`src/rtl/serial_arith_pkg.sv`:
```
// Shared definitions for the bit-serial add/subtract units.
// Both units use the same state encoding so one sequencer can drive either.
package serial_arith_pkg;

    localparam int SERIAL_WIDTH_DEFAULT = 8;

    typedef enum logic [1:0] {
        IDLE = 2'd0,
        SUB  = 2'd1,
        DONE = 2'd2
    } state_t;

endpackage

```
`src/rtl/serial_fs_bit.sv`:
```
// One-bit full subtractor: d = x - y - bin, with borrow out.
module serial_fs_bit (
    input  logic x,
    input  logic y,
    input  logic bin,
    output logic d,
    output logic bout
);

    assign d    = x ^ y ^ bin;
    assign bout = (~x & y) | (~x & bin) | (y & bin);

endmodule

```
`src/rtl/sub_serial.sv`:
```
// Bit-serial two's-complement subtractor, LSB first, one bit per clock.
// en starts an operation from IDLE and acknowledges the result in DONE.
module sub_serial
    import serial_arith_pkg::*;
#(
    parameter int WIDTH = SERIAL_WIDTH_DEFAULT
) (
    input  logic             clk,
    input  logic             rst,
    input  logic             en,
    input  logic [WIDTH-1:0] a,
    input  logic [WIDTH-1:0] b,
    output logic [WIDTH-1:0] out,
    output logic             borrow,
    output logic             ovf,
    output logic             busy,
    output logic             done
);

    localparam int CNT_W = (WIDTH > 1) ? $clog2(WIDTH) : 1;
    localparam logic [CNT_W-1:0] LAST_CNT = CNT_W'(WIDTH - 1);

    state_t           state;
    state_t           next_state;
    logic [WIDTH-1:0] a_reg;
    logic [WIDTH-1:0] b_reg;
    logic [CNT_W-1:0] count;
    logic             brw;
    logic             fs_d;
    logic             fs_bout;
    logic             last_bit;

    serial_fs_bit u_fs (
        .x    (a_reg[0]),
        .y    (b_reg[0]),
        .bin  (brw),
        .d    (fs_d),
        .bout (fs_bout)
    );

    assign last_bit = (count == LAST_CNT);

    always_ff @(posedge clk or posedge rst) begin
        if (rst) begin
            state <= IDLE;
        end else begin
            state <= next_state;
        end
    end

    // Unused encodings fall through to IDLE so a corrupted state self-recovers.
    always_comb begin
        next_state = IDLE;
        case (state)
            IDLE: next_state = en ? SUB : IDLE;
            SUB:  next_state = last_bit ? DONE : SUB;
            DONE: next_state = en ? IDLE : DONE;
            default: next_state = IDLE;
        endcase
    end

    always_ff @(posedge clk or posedge rst) begin
        if (rst) begin
            a_reg  <= '0;
            b_reg  <= '0;
            out    <= '0;
            count  <= '0;
            brw    <= 1'b0;
            borrow <= 1'b0;
            ovf    <= 1'b0;
        end else begin
            case (state)
                IDLE: begin
                    if (en) begin
                        a_reg  <= a;
                        b_reg  <= b;
                        out    <= '0;
                        count  <= '0;
                        brw    <= 1'b0;
                        borrow <= 1'b0;
                        ovf    <= 1'b0;
                    end
                end
                SUB: begin
                    out   <= {fs_d, out[WIDTH-1:1]};
                    a_reg <= {1'b0, a_reg[WIDTH-1:1]};
                    b_reg <= {1'b0, b_reg[WIDTH-1:1]};
                    brw   <= fs_bout;
                    count <= count + 1'b1;
                    // Overflow: borrow into the MSB differs from borrow out of it.
                    if (last_bit) begin
                        borrow <= fs_bout;
                        ovf    <= brw ^ fs_bout;
                    end
                end
                default: begin
                end
            endcase
        end
    end

    assign busy = (state == SUB);
    assign done = (state == DONE);

endmodule

```
`config.mk`:
```
export PLATFORM = sky130hd
export DESIGN_NAME = sub_serial
export DESIGN_NICKNAME = d
export VERILOG_FILES = /design/src/rtl/serial_arith_pkg.sv /design/src/rtl/serial_fs_bit.sv /design/src/rtl/sub_serial.sv
export SDC_FILE = /design/constraint.sdc
export NUM_CORES = 1
export LEC_CHECK = 0
export CAP_MARGIN = 20
export CELL_PAD_IN_SITES_DETAIL_PLACEMENT = 2
export CELL_PAD_IN_SITES_GLOBAL_PLACEMENT = 2
export CORE_MARGIN = 2
export CORE_UTILIZATION = 32
export CTS_CLUSTER_SIZE = 10
export DETAILED_ROUTE_END_ITERATION = 10
export HOLD_SLACK_MARGIN = 0.1
export PLACE_DENSITY = 0.78
export SLEW_MARGIN = 40
export SYNTH_ARGS = -nofsm -noshare
export SYNTH_HDL_FRONTEND = slang
export SYNTH_SLANG_ARGS = --single-unit
```
`constraint.sdc`:
```
create_clock -name clk -period 1.6 [get_ports clk]
set_input_delay 0.16 -clock clk [delete_from_list [all_inputs] [get_ports clk]]
set_output_delay 0.16 -clock clk [all_outputs]
set_load 0.005 [all_outputs]
```
Figure 1. Local utilization.
Drawn at 4 px/um. The die is cut into 7 by 7 equal tiles; white is low, dark blue is high, 0 to 100% covered.
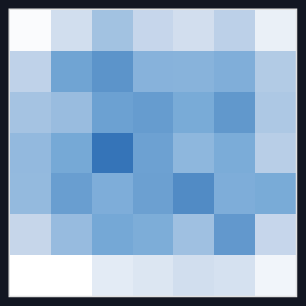
emptiest ninth of the die = bottom left
fullest tile = 72%
densest ninth of the die = middle
mean over tiles = 38%
nearly empty tiles = 4.1%

Figure 2. Track usage over the die.
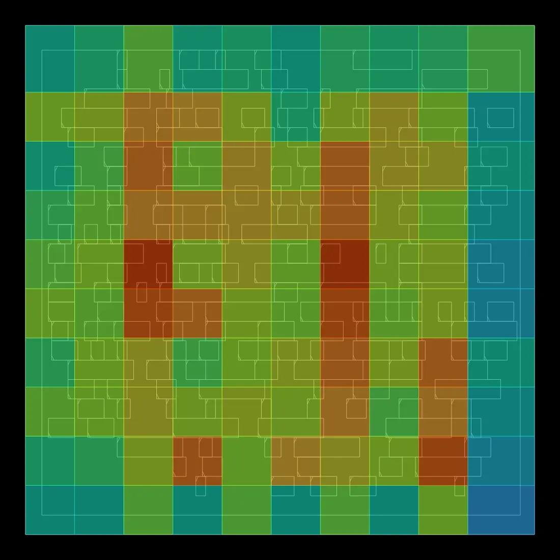
detailed-route wire length per cell: 17.85 um
met2 global-route usage: 30.76%

Figure 3. Clock network drawn from the DEF.
Drawn at 8 px/um.
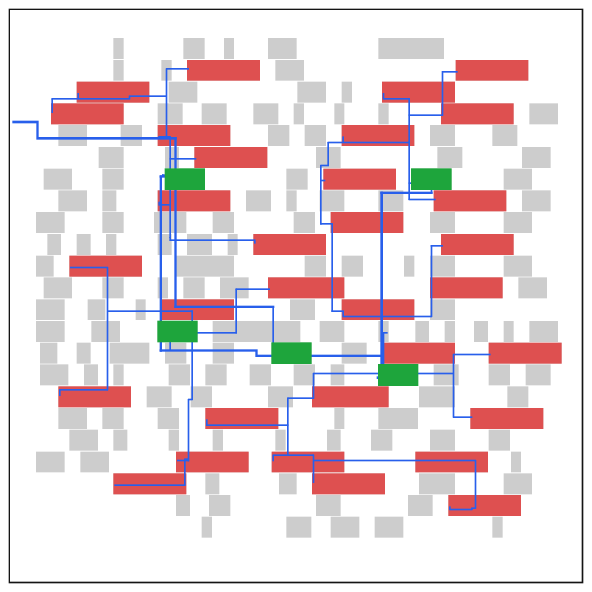
cells driving clock nets -> green  # count 5
clock wires -> blue  # length 491 um
flip-flops -> red  # count 32
routed clock nets = 6
flops lie = all over the die
clock insertion delay at the later pin of the skew report: 0.29 ns
setup skew after layout: 0.008360 ns

Figure 4. PDN straps and rails.
Drawn at 6 px/um. Pins as bars on the die edge.
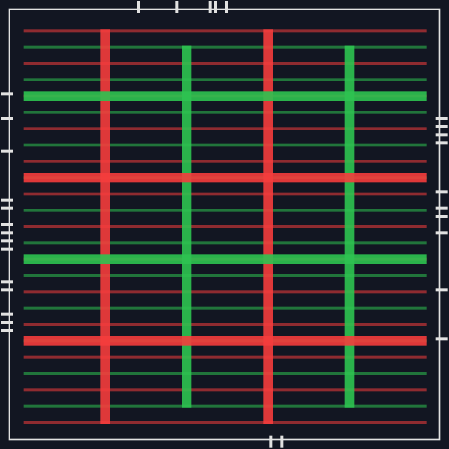
VDD -> green
VSS -> red
met5 straps = 4
signal pins = 31
maximum ir drop on the vdd rail: 0.6146 mV
horizontal die dimension: 71.46 um

Figure 5. Routed metal, one colour a layer.
Drawn at 8 px/um. Two of the layers only.
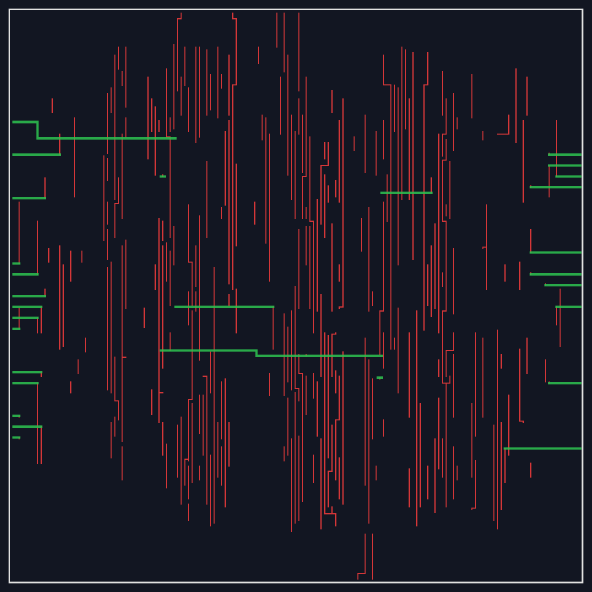
met3 -> green  # wire length 155 um
met2 -> red  # wire length 2060 um
final wirelength: 3963 um
total number of vias: 1152

[cell families after synthesis]
logic type,count (synthesis),synth area share (%)
xor+xnor,1,0.6015
simple gates,28,9.020
flops,32,54.98
fa+ha+maj,3,3.093
buf+inv,14,6.357
compound gates,50,25.94
[report_power, final]
group	switching, mW	total, mW	internal, mW
clock	0.315	0.777	0.462
sequential	0.248	1.39	1.14
combinational	0.678	1.50	0.826
total	1.24	3.67	2.43
[through the flow]
step	hold slack, ns	utilization (%)	TNS, ns	std cells	instance area [um2]
finish	0.2633	45.23	0	222	1983
detailed placement	0.4821	41.61	0	209	1824
global route	0.3227	45.23	-0.0006344	222	1983
floorplan	0.2762	-	0	128	1456
CTS	0.2748	44.61	0	219	1956
global placement	0.4615	41.61	0	209	1824
==> summary.log <==
qor: floorplanning.core_util_floorplan 33.22%
qor: route.dr.first_iter.drc_count 40
qor: power.power.density_cell_area 1850 mW/mm2
qor: status.status finished clean
qor: timing.post-route-worst-setup-slack 0.07391 ns
qor: critical_path.worstSetupStartpointType register
qor: critical_path.critical_path.startpoint count[0]
qor: clocking.cts_max_path_buffers 2
qor: route.highest-signal-layer met4
qor: logic_synthesis.synth.yosys.chip_area 0.001456 mm2
qor: finish.flop_area 803.3 um2
qor: route.detail_route.drc_violations 0
qor: route.detail_route.vias_per_cell 5.189
qor: critical_path.cp_data_arrival_time 1.70 ns
qor: timing.report.final.slew_viol_count 0
qor: finish.mostFrequentLayoutCells 30 x sky130_fd_sc_hd__dfrtp_1, 29 x sky130_fd_sc_hd__clkdlybuf4s50_1, 19 x sky130_fd_sc_hd__nand2_1
qor: floorplanning.floorplan.core_area 0.004384 mm2
qor: timing.worst_pin_slew 0.4162 ns
qor: place.pre_cts_ws 0.01489 ns
qor: grt.grt_start_max_net_pins 33
qor: route.drtPass1Iterations 3
qor: timing.timing.final.setup_violations 0
qor: finish.seq_area_share 40.50%
qor: finish.final.signal_inverter_count 4
qor: job.warning_count 26
qor: critical_path.cell_chain_of_the_critical_path ha_1 -> ha_1 -> nor2b_1 -> a22o_1 -> a22o_1
qor: timing.share_of_the_clock_period_used_by_the_worst_path 95.38%
qor: power.fin_total_pwr 3.668 mW
qor: grt.antenna_violations_before_repair 0
qor: clocking.numClockSinks 32
qor: clocking.cts-root-buf sky130_fd_sc_hd__clkbuf_8
qor: logic_synthesis.synth_cells 128
qor: critical_path.slowest_stage sky130_fd_sc_hd__dfrtp_1
qor: logic_synthesis.mean_instance_size_in_the_synthesized_netlist 11.38 um2
qor: timing.worst_max_slew_margin_expressed_relative_to_the_limit 72.25%
qor: grt.grt_use_total 17.89%
qor: logic_synthesis.synth-seq-area-share 54.98%
qor: clocking.cts_hold_buffers 0
qor: clocking.cts_inserted_buffers 5
qor: grt.grt-busiest-layer met2
qor: logic_synthesis.synth.distinct_cells 22
qor: timing.post_layout_minimum_cycle_time 1.526 ns
qor: grt.groute.layer.met3.usage 3.938%
qor: finish.areaGrowthSynthToFinish 36.17%
qor: finish.num-nets-final 191
qor: finish.seq_cell_count 32
qor: critical_path.path_length_in_cells_of_the_critical_path 5
qor: hold_path.worstHoldPathType input pin to async pin
qor: route.wl_met2 2061 um
qor: critical_path.crit_path_end_kind register
qor: critical_path.worst_r2r_startpoint count[0]
qor: grt.gr-total-overflow 0
qor: finish.logic_gate_count 82
qor: critical_path.r2r_end borrow
qor: job.max_cap_violations 0
qor: logic_synthesis.ys.flops 32
qor: finish.logic_cell_area 575.6 um2
qor: finish.comb_area_share 29.02%
qor: clocking.htree_levels 2
qor: logic_synthesis.synth.top_cells.by_area sky130_fd_sc_hd__dfrtp_1 55%, sky130_fd_sc_hd__a22o_1 7.8%, sky130_fd_sc_hd__a22oi_1 7.2%
qor: floorplanning.tap_cells 52
qor: floorplanning.placement_rows 24
qor: finish.layout.clock.cell_area_share 5.426%
qor: grt.use_met1 21.85%
qor: clocking.cts_tree built
qor: logic_synthesis.post-synth-top-count-cell sky130_fd_sc_hd__dfrtp_1
qor: finish.final_layout_size_suffix_gt1_share 21.76%
qor: logic_synthesis.synth_top_flop_cell sky130_fd_sc_hd__dfrtp_1
qor: clocking.cts.repair.resized 4
qor: logic_synthesis.postSynthNetCount 150
qor: critical_path.worst-endpoint-required 1.78 ns
qor: finish.layout.cells.most_common sky130_fd_sc_hd__dfrtp_1
qor: clocking.cts.reportedPaths.clkPinSlew 0.07 ns
qor: logic_synthesis.synth-edff-count 0
qor: finish.fillCellCount 450
qor: logic_synthesis.top_cells_by_count 32 x sky130_fd_sc_hd__dfrtp_1, 19 x sky130_fd_sc_hd__nand2_1, 14 x sky130_fd_sc_hd__a22oi_1, 13 x sky130_fd_sc_hd__a22o_1, 9 x sky130_fd_sc_hd__o21ai_2
qor: critical_path.cp_slowest_stage_delay 0.41 ns
qor: place.place.gp.congestion 0.7359
qor: route.antenna_violating_nets_post_route 0
qor: critical_path.critical-path-top-delay-family adder cells
qor: logic_synthesis.syn-cell-area 0.001456 mm2
qor: route.wl_met3 155 um
qor: grt.grt_first_pass_wirelength 6886 um
qor: route.routed_length_on_met1 1680 um
qor: finish.antenna_cells 0
qor: critical_path.critPathMaxFanout 3
qor: timing.fmax 655.3 MHz
qor: timing.timing.final.hold_violations 0
qor: critical_path.reg2regPathDepth 5
qor: place.placement.io_buffers 30
qor: floorplanning.io_pins 31
qor: logic_synthesis.synthDominantAreaCellType sky130_fd_sc_hd__dfrtp_1
qor: clocking.post_cts_buffers 2
qor: finish.num-nonclk-buffers 44
qor: place.place_hpwl 2835 um
qor: finish.layout.clock_buffers 6
qor: grt.first_global_vias 1339
qor: floorplanning.fp.dieArea 0.005107 mm2
qor: critical_path.critical_path.endpoint borrow
qor: logic_synthesis.async_reset_ff_share 100.0%
Power is estimated from default activity; no workload was simulated.
